[src/rtl/wiener_block_stats_mc.sv]
// Block statistics engine: per-channel mean/variance over 2^LOG2_SAMPLES samples,
// with ping-pong replay of each block's samples aligned to its statistics.
module wiener_block_stats_mc #(
  parameter int unsigned DATA_WIDTH   = 8,
  parameter int unsigned NUM_CHANNELS = 3,
  parameter int unsigned LOG2_SAMPLES = 3
) (
  input  logic                                 clk,
  input  logic                                 rst_n,
  input  logic                                 start_of_frame,
  input  logic                                 data_valid,
  input  logic [NUM_CHANNELS*DATA_WIDTH-1:0]   data_in,
  input  logic [31:0]                          blocks_per_frame,
  output logic [NUM_CHANNELS*DATA_WIDTH-1:0]   mean_out,
  output logic [NUM_CHANNELS*2*DATA_WIDTH-1:0] variance_out,
  output logic                                 stats_valid,
  output logic [NUM_CHANNELS*DATA_WIDTH-1:0]   data_out,
  output logic                                 data_out_valid,
  output logic                                 frame_done
);

  localparam int unsigned N     = 1 << LOG2_SAMPLES;
  localparam int unsigned SUM_W = DATA_WIDTH + LOG2_SAMPLES;
  localparam int unsigned SQ_W  = 2 * DATA_WIDTH + LOG2_SAMPLES;
  localparam int unsigned SQM_W = 2 * DATA_WIDTH;
  localparam int unsigned IDX_W = (LOG2_SAMPLES > 0) ? LOG2_SAMPLES : 1;
  localparam int unsigned PIX_W = NUM_CHANNELS * DATA_WIDTH;

  typedef enum logic {InIdle, InAccum} in_state_e;
  typedef enum logic {RdIdle, RdBusy} rd_state_e;

  in_state_e in_state_q, in_state_d;
  rd_state_e rd_state_q, rd_state_d;

  logic [NUM_CHANNELS-1:0][DATA_WIDTH-1:0] pix;
  logic [NUM_CHANNELS-1:0][SUM_W-1:0]      acc_sum_q, acc_sum_d, sum_new, s2_sum_q, s2_sum_d;
  logic [NUM_CHANNELS-1:0][SQ_W-1:0]       acc_sq_q, acc_sq_d, sq_new, s2_sq_q, s2_sq_d;
  logic [NUM_CHANNELS-1:0][DATA_WIDTH-1:0] s3_mean_q;
  logic [NUM_CHANNELS-1:0][SQM_W-1:0]      s3_sqm_q, var_calc;

  logic [IDX_W-1:0] idx_q, idx_d, wr_idx, rd_idx_q, rd_idx_d, rd_sel_idx;
  logic [31:0]      blk_cnt_q, blk_cnt_d, cnt_base;
  logic             wr_bank_q, wr_bank_d, restart, wr_en;
  logic             s2_valid_q, s2_valid_d, s2_last_q, s2_last_d, s2_bank_q, s2_bank_d;
  logic             s3_valid_q, s3_last_q, s3_bank_q;
  logic             rd_bank_q, rd_bank_d, rd_sel_bank, rd_en;

  logic [PIX_W-1:0] mem_q [2][N];

  assign pix      = data_in;
  // A start_of_frame sample always restarts at index 0, even mid-block.
  assign restart  = start_of_frame && data_valid;
  assign wr_en    = data_valid && (restart || (in_state_q == InAccum));
  assign wr_idx   = restart ? '0 : idx_q;
  assign cnt_base = restart ? 32'd0 : blk_cnt_q;

  always_comb begin
    sum_new = '0;
    sq_new  = '0;
    for (int c = 0; c < NUM_CHANNELS; c++) begin
      sum_new[c] = (restart ? '0 : acc_sum_q[c]) + SUM_W'(pix[c]);
      sq_new[c]  = (restart ? '0 : acc_sq_q[c]) + SQ_W'(pix[c]) * SQ_W'(pix[c]);
    end
  end

  always_comb begin
    in_state_d = in_state_q;
    idx_d      = idx_q;
    blk_cnt_d  = blk_cnt_q;
    wr_bank_d  = wr_bank_q;
    acc_sum_d  = acc_sum_q;
    acc_sq_d   = acc_sq_q;
    s2_valid_d = 1'b0;
    s2_last_d  = 1'b0;
    s2_bank_d  = s2_bank_q;
    s2_sum_d   = s2_sum_q;
    s2_sq_d    = s2_sq_q;
    if (wr_en) begin
      in_state_d = InAccum;
      if (wr_idx == IDX_W'(N - 1)) begin
        s2_valid_d = 1'b1;
        s2_bank_d  = wr_bank_q;
        s2_sum_d   = sum_new;
        s2_sq_d    = sq_new;
        acc_sum_d  = '0;
        acc_sq_d   = '0;
        idx_d      = '0;
        wr_bank_d  = ~wr_bank_q;
        blk_cnt_d  = cnt_base + 32'd1;
        s2_last_d  = (blocks_per_frame != 32'd0) && (cnt_base + 32'd1 == blocks_per_frame);
        if (s2_last_d) in_state_d = InIdle;
      end else begin
        acc_sum_d = sum_new;
        acc_sq_d  = sq_new;
        idx_d     = wr_idx + IDX_W'(1);
        blk_cnt_d = cnt_base;
      end
    end
  end

  always_comb begin
    var_calc = '0;
    for (int c = 0; c < NUM_CHANNELS; c++) begin
      var_calc[c] = s3_sqm_q[c] - SQM_W'(s3_mean_q[c]) * SQM_W'(s3_mean_q[c]);
    end
  end

  // Readout starts the same edge the statistics are published.
  always_comb begin
    rd_state_d  = rd_state_q;
    rd_idx_d    = rd_idx_q;
    rd_bank_d   = rd_bank_q;
    rd_en       = 1'b0;
    rd_sel_bank = rd_bank_q;
    rd_sel_idx  = rd_idx_q;
    if (s3_valid_q) begin
      rd_en       = 1'b1;
      rd_sel_bank = s3_bank_q;
      rd_sel_idx  = '0;
      rd_bank_d   = s3_bank_q;
      rd_idx_d    = IDX_W'(1);
      rd_state_d  = (N > 1) ? RdBusy : RdIdle;
    end else if (rd_state_q == RdBusy) begin
      rd_en    = 1'b1;
      rd_idx_d = rd_idx_q + IDX_W'(1);
      if (rd_idx_q == IDX_W'(N - 1)) rd_state_d = RdIdle;
    end
  end

  always_ff @(posedge clk) begin
    if (wr_en) mem_q[wr_bank_q][wr_idx] <= data_in;
  end

  always_ff @(posedge clk or negedge rst_n) begin
    if (!rst_n) begin
      in_state_q     <= InIdle;
      rd_state_q     <= RdIdle;
      idx_q          <= '0;
      blk_cnt_q      <= '0;
      wr_bank_q      <= 1'b0;
      acc_sum_q      <= '0;
      acc_sq_q       <= '0;
      s2_valid_q     <= 1'b0;
      s2_last_q      <= 1'b0;
      s2_bank_q      <= 1'b0;
      s2_sum_q       <= '0;
      s2_sq_q        <= '0;
      s3_valid_q     <= 1'b0;
      s3_last_q      <= 1'b0;
      s3_bank_q      <= 1'b0;
      s3_mean_q      <= '0;
      s3_sqm_q       <= '0;
      rd_idx_q       <= '0;
      rd_bank_q      <= 1'b0;
      mean_out       <= '0;
      variance_out   <= '0;
      stats_valid    <= 1'b0;
      frame_done     <= 1'b0;
      data_out       <= '0;
      data_out_valid <= 1'b0;
    end else begin
      in_state_q <= in_state_d;
      rd_state_q <= rd_state_d;
      idx_q      <= idx_d;
      blk_cnt_q  <= blk_cnt_d;
      wr_bank_q  <= wr_bank_d;
      acc_sum_q  <= acc_sum_d;
      acc_sq_q   <= acc_sq_d;
      s2_valid_q <= s2_valid_d;
      s2_last_q  <= s2_last_d;
      s2_bank_q  <= s2_bank_d;
      s2_sum_q   <= s2_sum_d;
      s2_sq_q    <= s2_sq_d;
      s3_valid_q <= s2_valid_q;
      s3_last_q  <= s2_last_q;
      s3_bank_q  <= s2_bank_q;
      for (int c = 0; c < NUM_CHANNELS; c++) begin
        s3_mean_q[c] <= DATA_WIDTH'(s2_sum_q[c] >> LOG2_SAMPLES);
        s3_sqm_q[c]  <= SQM_W'(s2_sq_q[c] >> LOG2_SAMPLES);
      end
      rd_idx_q       <= rd_idx_d;
      rd_bank_q      <= rd_bank_d;
      stats_valid    <= s3_valid_q;
      frame_done     <= s3_valid_q && s3_last_q;
      data_out_valid <= rd_en;
      if (s3_valid_q) begin
        mean_out     <= s3_mean_q;
        variance_out <= var_calc;
      end
      if (rd_en) data_out <= mem_q[rd_sel_bank][rd_sel_idx];
    end
  end

endmodule

[config.mk]
export PLATFORM = sky130hd
export DESIGN_NAME = wiener_block_stats_mc
export DESIGN_NICKNAME = d
export VERILOG_FILES = /design/src/rtl/wiener_block_stats_mc.sv
export SDC_FILE = /design/constraint.sdc
export NUM_CORES = 2
export LEC_CHECK = 0
export CAP_MARGIN = 20
export CORE_MARGIN = 3
export CORE_UTILIZATION = 50
export CTS_CLUSTER_DIAMETER = 80
export DETAILED_ROUTE_END_ITERATION = 7
export GPL_ROUTABILITY_DRIVEN = 0
export PLACE_DENSITY = 0.7
export SLEW_MARGIN = 0
export SYNTH_ARGS = -nofsm -noshare
export SYNTH_HDL_FRONTEND = slang
export SYNTH_SLANG_ARGS = --single-unit
[constraint.sdc]
create_clock -name clk -period 4.76 [get_ports clk]
set_input_delay 0.714 -clock clk [delete_from_list [all_inputs] [get_ports clk]]
set_output_delay 0.714 -clock clk [all_outputs]
set_load 0.01 [all_outputs]
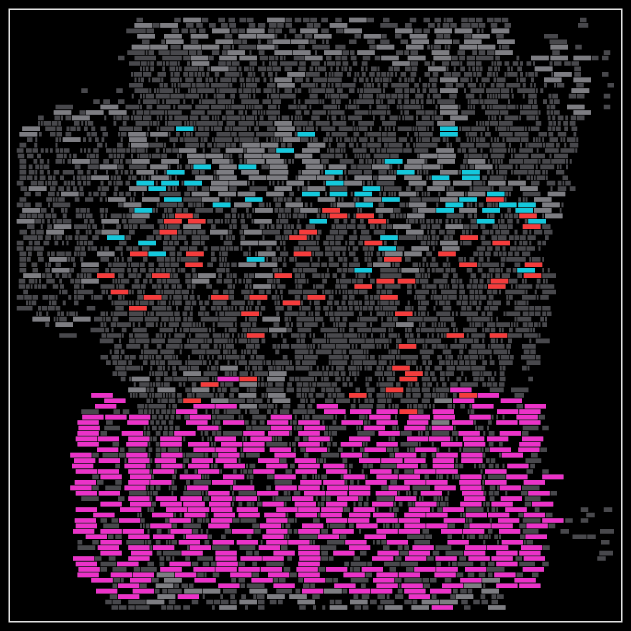
(images/registers.png)
Drawn at 2 px/um. Other sequential cells in the stronger grey, the rest of the logic in the fainter grey.
- acc_sq_q: red (sequential cells 57)
- s2_sq_q: cyan (sequential cells 48)
- mem_q: magenta (sequential cells 384; where a band across the bottom)
- not coloured: 276

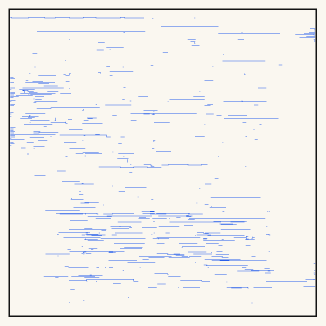
(images/met3.png)
Drawn at 1 px/um.
- share of all routed wire: 4.5%
- wire length on this layer: 4710 um
- main direction: horizontal
- longest straight run: 108 um
- nets with wire on the layer: 219
routed wire length: 105000 um
GRT met3 Usage: 2.65%
Vias: 30778

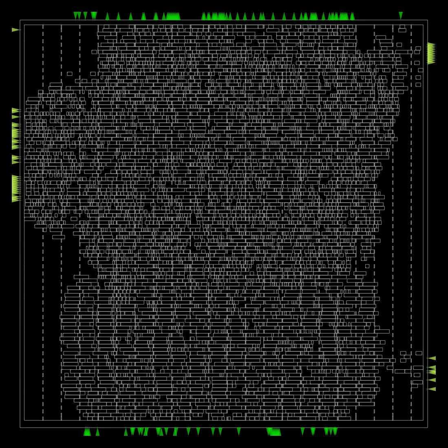
(images/final_placement.png)
# Taps: 1165
Rows: 109
CORE AREA: 88600 um^2
Finished Core Util: 61.0%

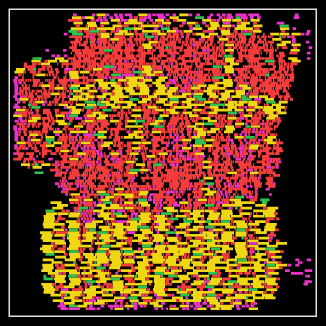
(images/cell_classes.png)
Drawn at 1 px/um.
- flops: yellow (cells 765)
- all other logic: red (cells 3085)
- other buffers and delay cells: magenta (cells 522)
- clock drivers and dummy loads: green (cells 152)
Seq area share: 38.9%
Post-Layout Inst Area: 54100 um^2

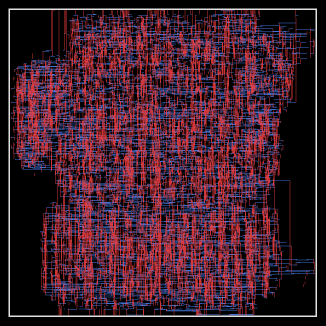
(images/metal_stack.png)
Drawn at 1 px/um. Only two layers are drawn.
- met2: red (wire length 55.0 mm)
- met1: blue (wire length 42.8 mm)

==> flow_metrics.tcl <==
# place-and-route summary
set metrics [dict create \
    status "finished, violations left" \
    violations "negative setup slack" \
    hold_slack_ns 0.347 \
    ys.flops 765 \
    synthXorXnorAreaFrac_pct 3.93 \
    logic_family "adder cells" \
    fp_nets 4578 \
    routedWlPerCell_um 18.5 \
    top_usage_layer "met2" \
    setup.worst_path.end_class "flip-flop" \
    path_buffers 5 \
    p_int_mw 25.3 \
    power.switching_mw 17.5 \
    yosys.area_share.aoi_pct 8.53 \
    timing.setup.tns_ns -0.0168 \
    met1_usage_pct 28.5 \
    pwr-share-seq_pct 21.9 \
    cp.required_ns 5.29 \
    cts.repair.resized 49 \
    hold_viol 0 \
    warnings 73 \
    power_density_nw_per_um2 791 \
    combPwrFrac_pct 63.0 \
    synth-simple-area-share_pct 11.9 \
    synth.distinct_cells 82 \
    finalClockPeriodUsage_pct 100 \
    io_pins 159 \
    comb_share_pct 41.1 \
    dp_slack_ns -0.987 \
    syn_avg_cell_area_um2 11.2 \
    multi_input_comb_cells 2576 \
    die_x_um 306 \
    ir_drop_mv 0.836 \
    hold_depth 0 \
    cts_num_sinks 765 \
    routed.top_layer "met5" \
    clock_area_share_pct 5.11 \
    top_area_cell "edfxtp_1" \
    p_leak_nw 24.3 \
    setup_viol 1 \
    post_cts_buffers 8 \
    grt_pass1_wl_um 170000 \
    cts_tree "done" \
    cp.depth 21 \
    layout_top_cell "nand2_1" \
    clockBufferCount 110 \
    mux_share_pct 5.27 \
    synth_seq_share_pct 47.0 \
    use_met2_pct 41.0 \
    power_top_consumer "combinational cells" \
    hold_path_class "reg2reg" \
    worstHoldStart "s2_last_q$_DFF_PN0_" \
    timing.rr.end "variance_out[45]$_DFFE_PN0P_" \
    reg_top3 "mem_q x384, acc_sq_q x57" \
    powerComb_mw 27.0 \
    antenna_found_initial 2 \
    buffers 522 \
    slew_headroom_pct 39.9 \
    rrSetupSlack_ns 0.01 \
    place_area_um2 50200 \
    startpoint_type "input pin" \
    die_y_um 306 \
    drc 0 \
    grt_overflow 0 \
    largest_reg_flops 384 \
    drv_slew 0 \
    hold_end "s3_last_q$_DFF_PN0_" \
    tightest_slew_ns 0.901 \
    rsz0062_at_grt "yes" \
    cts_buffer_depth 3 \
    edf_count 384 \
    cpMostUsedCell "fa_1" \
    die_area_um2 93400 \
    holdBufCountCts 1 \
    yosys_area_um2 44900 \
    wl_met1_um 42800 \
    finalWorstSetupSlack_ns -0.0168 \
    drive_above_1_share_pct 18.1 \
    clk_pin_slew_worst_paths_ns 0.06 \
]
Power and IR drop assume default switching activity.
